==> images/layer_met1.png <==
Supply wires on this layer in gray.
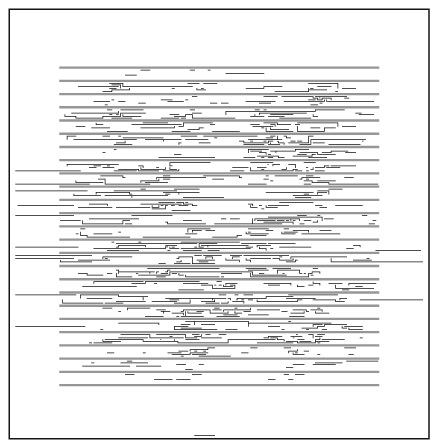
==> images/layer_met2.png <==
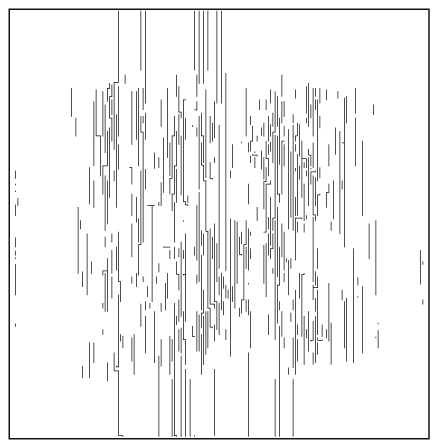
$ cat config.mk
export PLATFORM = sky130hd
export DESIGN_NAME = decoder_seq
export DESIGN_NICKNAME = d
export VERILOG_FILES = /design/src/rtl/decoder_pkg.sv /design/src/rtl/decoder_onehot.sv /design/src/rtl/decoder_seq.sv
export SDC_FILE = /design/constraint.sdc
export NUM_CORES = 1
export LEC_CHECK = 0
export ABC_AREA = 0
export CAP_MARGIN = 25
export CORE_AREA = 10 10 76 78
export DETAILED_ROUTE_END_ITERATION = 8
export DIE_AREA = 0 0 86 88
export MAX_ROUTING_LAYER = met4
export PLACE_DENSITY_LB_ADDON = 0.05
export SLEW_MARGIN = 20
export SYNTH_ARGS = -nofsm -noshare
export SYNTH_HDL_FRONTEND = slang
export SYNTH_SLANG_ARGS = --single-unit
export TNS_END_PERCENT = 30
$ cat constraint.sdc
create_clock -name clk -period 2.4 [get_ports clk]
set_clock_uncertainty 0.2 [all_clocks]
set_input_delay 0.48 -clock clk [delete_from_list [all_inputs] [get_ports clk]]
set_output_delay 0.48 -clock clk [all_outputs]
set_load 0.01 [all_outputs]
$ cat src/rtl/decoder_pkg.sv
// Shared definitions for the sequenced one-hot decoder: command modes and
// the controller state encoding.
package decoder_pkg;

  localparam logic [1:0] MODE_LEVEL = 2'b00;
  localparam logic [1:0] MODE_PULSE = 2'b01;
  localparam logic [1:0] MODE_SCAN  = 2'b10;
  localparam logic [1:0] MODE_CLEAR = 2'b11;

  typedef enum logic [1:0] {
    ST_IDLE  = 2'b00,
    ST_LEVEL = 2'b01,
    ST_PULSE = 2'b10,
    ST_SCAN  = 2'b11
  } state_t;

endpackage

$ cat src/rtl/decoder_onehot.sv
// Combinational N:2^N one-hot decoder. It has no enable. Gating happens in
// the parent module.
module decoder_onehot #(
  parameter int N = 4
) (
  input  logic [N-1:0]      addr,
  output logic [(2**N)-1:0] onehot
);

  // Exactly one bit set, selected by addr.
  always_comb begin
    onehot       = '0;
    onehot[addr] = 1'b1;
  end

endmodule

$ cat src/rtl/decoder_seq.sv
// Registered one-hot decoder with a command handshake. It supports level
// hold, single-cycle pulse, timed address scan and clear.
//
// Handshake: a command transfers on a rising edge where cmd_valid and
// cmd_ready are both high. cmd_ready depends only on state, abort and rst.
// It never depends on cmd_valid. A held cmd_valid waits until ready.
module decoder_seq
  import decoder_pkg::*;
#(
  parameter int N     = 4,
  parameter int DWELL = 1
) (
  input  logic              clk,
  input  logic              rst,
  input  logic              en,
  input  logic              cmd_valid,
  output logic              cmd_ready,
  input  logic [1:0]        cmd_mode,
  input  logic [N-1:0]      cmd_addr,
  input  logic [N-1:0]      cmd_last,
  input  logic              abort,
  output logic [(2**N)-1:0] d,
  output logic [N-1:0]      cur_addr,
  output logic              busy,
  output logic              done,
  output logic [1:0]        dbg_state
);

  localparam int         W      = 2**N;
  localparam logic [N-1:0] ONE  = {{(N-1){1'b0}}, 1'b1};
  localparam logic [7:0] RELOAD = 8'(DWELL - 1);

  state_t         state, state_n;
  logic [W-1:0]   d_reg, d_n;
  logic [N-1:0]   cur_n, last_q, last_n;
  logic [7:0]     cnt, cnt_n;
  logic           done_n;
  logic [N-1:0]   oh_addr;
  logic [W-1:0]   oh_val;

  // One decoder serves both sources: the next scan address while scanning,
  // and the incoming command address otherwise.
  assign oh_addr = (state == ST_SCAN) ? (cur_addr + ONE) : cmd_addr;

  decoder_onehot #(.N(N)) u_onehot (
    .addr   (oh_addr),
    .onehot (oh_val)
  );

  // State and output registers. Reset clears them asynchronously.
  always_ff @(posedge clk or posedge rst) begin
    if (rst) begin
      state    <= ST_IDLE;
      d_reg    <= '0;
      cur_addr <= '0;
      last_q   <= '0;
      cnt      <= '0;
      done     <= 1'b0;
    end else begin
      state    <= state_n;
      d_reg    <= d_n;
      cur_addr <= cur_n;
      last_q   <= last_n;
      cnt      <= cnt_n;
      done     <= done_n;
    end
  end

  // Next-state logic. abort overrides everything. Commands are taken only in
  // IDLE and LEVEL.
  always_comb begin
    state_n = state;
    d_n     = d_reg;
    cur_n   = cur_addr;
    last_n  = last_q;
    cnt_n   = cnt;
    done_n  = 1'b0;
    if (abort) begin
      state_n = ST_IDLE;
      d_n     = '0;
    end else begin
      case (state)
        ST_IDLE, ST_LEVEL: begin
          if (cmd_valid) begin
            case (cmd_mode)
              MODE_LEVEL: begin
                d_n     = oh_val;
                cur_n   = cmd_addr;
                state_n = ST_LEVEL;
              end
              MODE_PULSE: begin
                d_n     = oh_val;
                cur_n   = cmd_addr;
                state_n = ST_PULSE;
              end
              MODE_SCAN: begin
                d_n     = oh_val;
                cur_n   = cmd_addr;
                last_n  = cmd_last;
                cnt_n   = RELOAD;
                state_n = ST_SCAN;
              end
              default: begin
                d_n     = '0;
                state_n = ST_IDLE;
              end
            endcase
          end
        end
        ST_PULSE: begin
          d_n     = '0;
          done_n  = 1'b1;
          state_n = ST_IDLE;
        end
        ST_SCAN: begin
          if (cnt == 8'd0) begin
            if (cur_addr == last_q) begin
              d_n     = '0;
              done_n  = 1'b1;
              state_n = ST_IDLE;
            end else begin
              cur_n = cur_addr + ONE;
              d_n   = oh_val;
              cnt_n = RELOAD;
            end
          end else begin
            cnt_n = cnt - 8'd1;
          end
        end
        default: begin
          d_n     = '0;
          state_n = ST_IDLE;
        end
      endcase
    end
  end

  assign cmd_ready = ((state == ST_IDLE) || (state == ST_LEVEL)) && !abort && !rst;
  assign busy      = (state == ST_PULSE) || (state == ST_SCAN);
  assign d         = d_reg & {W{en}};
  assign dbg_state = state;

endmodule

==> ci_impl_report.md <==
### Metrics collected by this job

| Metric | Value |
|---|---|
| Syn nets | `213` |
| All-layer global routing usage | `0.1450` |
| P_sw | `603.4 uW` |
| Clk pin slew, worst setup/hold paths | `roughly 0.080 ns` |
| P_comb | `554 uW` |
| H-tree Lvls | `2` |
| Clock buf/inv share | `0.03360` |
| Clock power frac | `0.248` |
| GR Util met2 | `0.2394` |
| Most numerous logic cells after layout | `dfrtp_1, clkdlybuf4s50_1, nand2_1` |
| # Taps | `52` |
| Worst path arrival time | `between 1.5 and 2 ns` |
| Kind of critical path | `input pin to primary output` |
| RSZ-0062 raised after global routing | `false` |
| Die Span X | `86 um` |
| Cell Area, Placed | `2462 um^2` |
| Signal inverters | `8` |
| CTS tree | `yes` |
| Num ports | `40` |
| Gate power share | `0.320` |
| Setup WS pre-CTS | `-0.08552 ns` |
| Final ANT Viol Nets | `0` |
| Register Area | `875.8 um^2` |
| P_clk | `429 uW` |
| Highest Signal Layer | `met4` |
| Critical Path Source | `abort` |
| Routed wl met2 | `2.553 mm` |
| Maximum clock rate | `431.7 MHz` |
| Tool Warnings | `29` |
| Post-route cell area | `2532 um^2` |
| Final setup vio count | `0` |
| Wire length per cell | `approximately 17 um` |
| Fillcell total | `381` |
| Final Util | `0.5897` |
| First-pass GRT wire length | `8.597 mm` |
| Final setup TNS | `0 ns` |
| Net Sw Frac | `0.3485` |
| Share of power burned in registers | `0.432` |
| Worst slew margin | `0.5458` |
| Outcome | `finished, final reports clean` |
| CP max stage cell | `clkdlybuf4s50_1` |
| Crit share post-route | `0.9651` |
| Mi-comb count | `between 100 and 150` |
| Top cells by area | `dfrtp_1, o2bb2ai_1, and2_1, ha_1, nand2_1` |
| Met3 routed WL | `203 um` |
| DRT iter0 DRCs | `between 70 and 80` |
| Share of post-route cells with drive strength above 1 | `0.1347` |
| Met3 usage | `0.03807` |
| Final min period | `2.316 ns` |
| Leak Pwr | `~0.0012 uW` |
| Worst Setup EP | `cmd_ready` |
| # hold bufs at CTS | `0` |
| Number of global-route vias before repair | `about 1800` |
| Pins Over Slew Limit | `0` |
| Stages on worst setup path | `3` |
| Post CTS Setup Buffer Count | `0` |
| RD Place Congestion | `0.7573` |
| CP Launch Type | `input pin` |
| Yosys chip area | `1938 um^2` |
| Vias/cell | `5.596` |
| Worst vdd ir | `slightly above 0.0003 V` |
| Crit-path max cell delay | `0.56 ns` |
| Synth cell count leaders | `dfrtp_1, nand2_1, and2_1` |
| Synth Area in Compound Gates | `0.1956` |
| Top-count cell post-synth | `dfrtp_1` |
| Area Growth Syn to Fin | `30.66%` |
| Max_cap viols | `0` |
| Simple share | `0.2143` |
| Synth Cell Area | `1938 um^2` |
| WL met1 | `2.270 mm` |
| Post-synth EDFFs | `0` |
| Die height | `88 um` |
| Comb area | `1008 um^2` |
| Logic share of the area | `0.3982` |
| Grt ovf | `0` |
| Busiest grt layer | `met2` |
| DRT Pass-1 Iters | `4` |
| Largest buffer count on any clock path | `2` |
| WHS | `a little under 0.3 ns` |
| Sequential power | `748 uW` |
| XOR/XNOR share of the synthesized area | `0.02711` |
| DP HPWL | `3.703 mm` |
| Most numerous logic cell after layout | `dfrtp_1` |
| Clock Root Buffer | `clkbuf_8` |
## Picture notes: layer_met1.png
wire length on this layer	2270 um
main direction	horizontal
share of all routed wire	45%
longest straight run	18.9 um
nets with wire on the layer	250
vias post-DR: 1662
Routed WL: 5.058 mm
met1 usage: 0.1645

## Picture notes: layer_met2.png
main direction	vertical
longest straight run	40.6 um

Power is estimated from default activity; no workload was simulated.
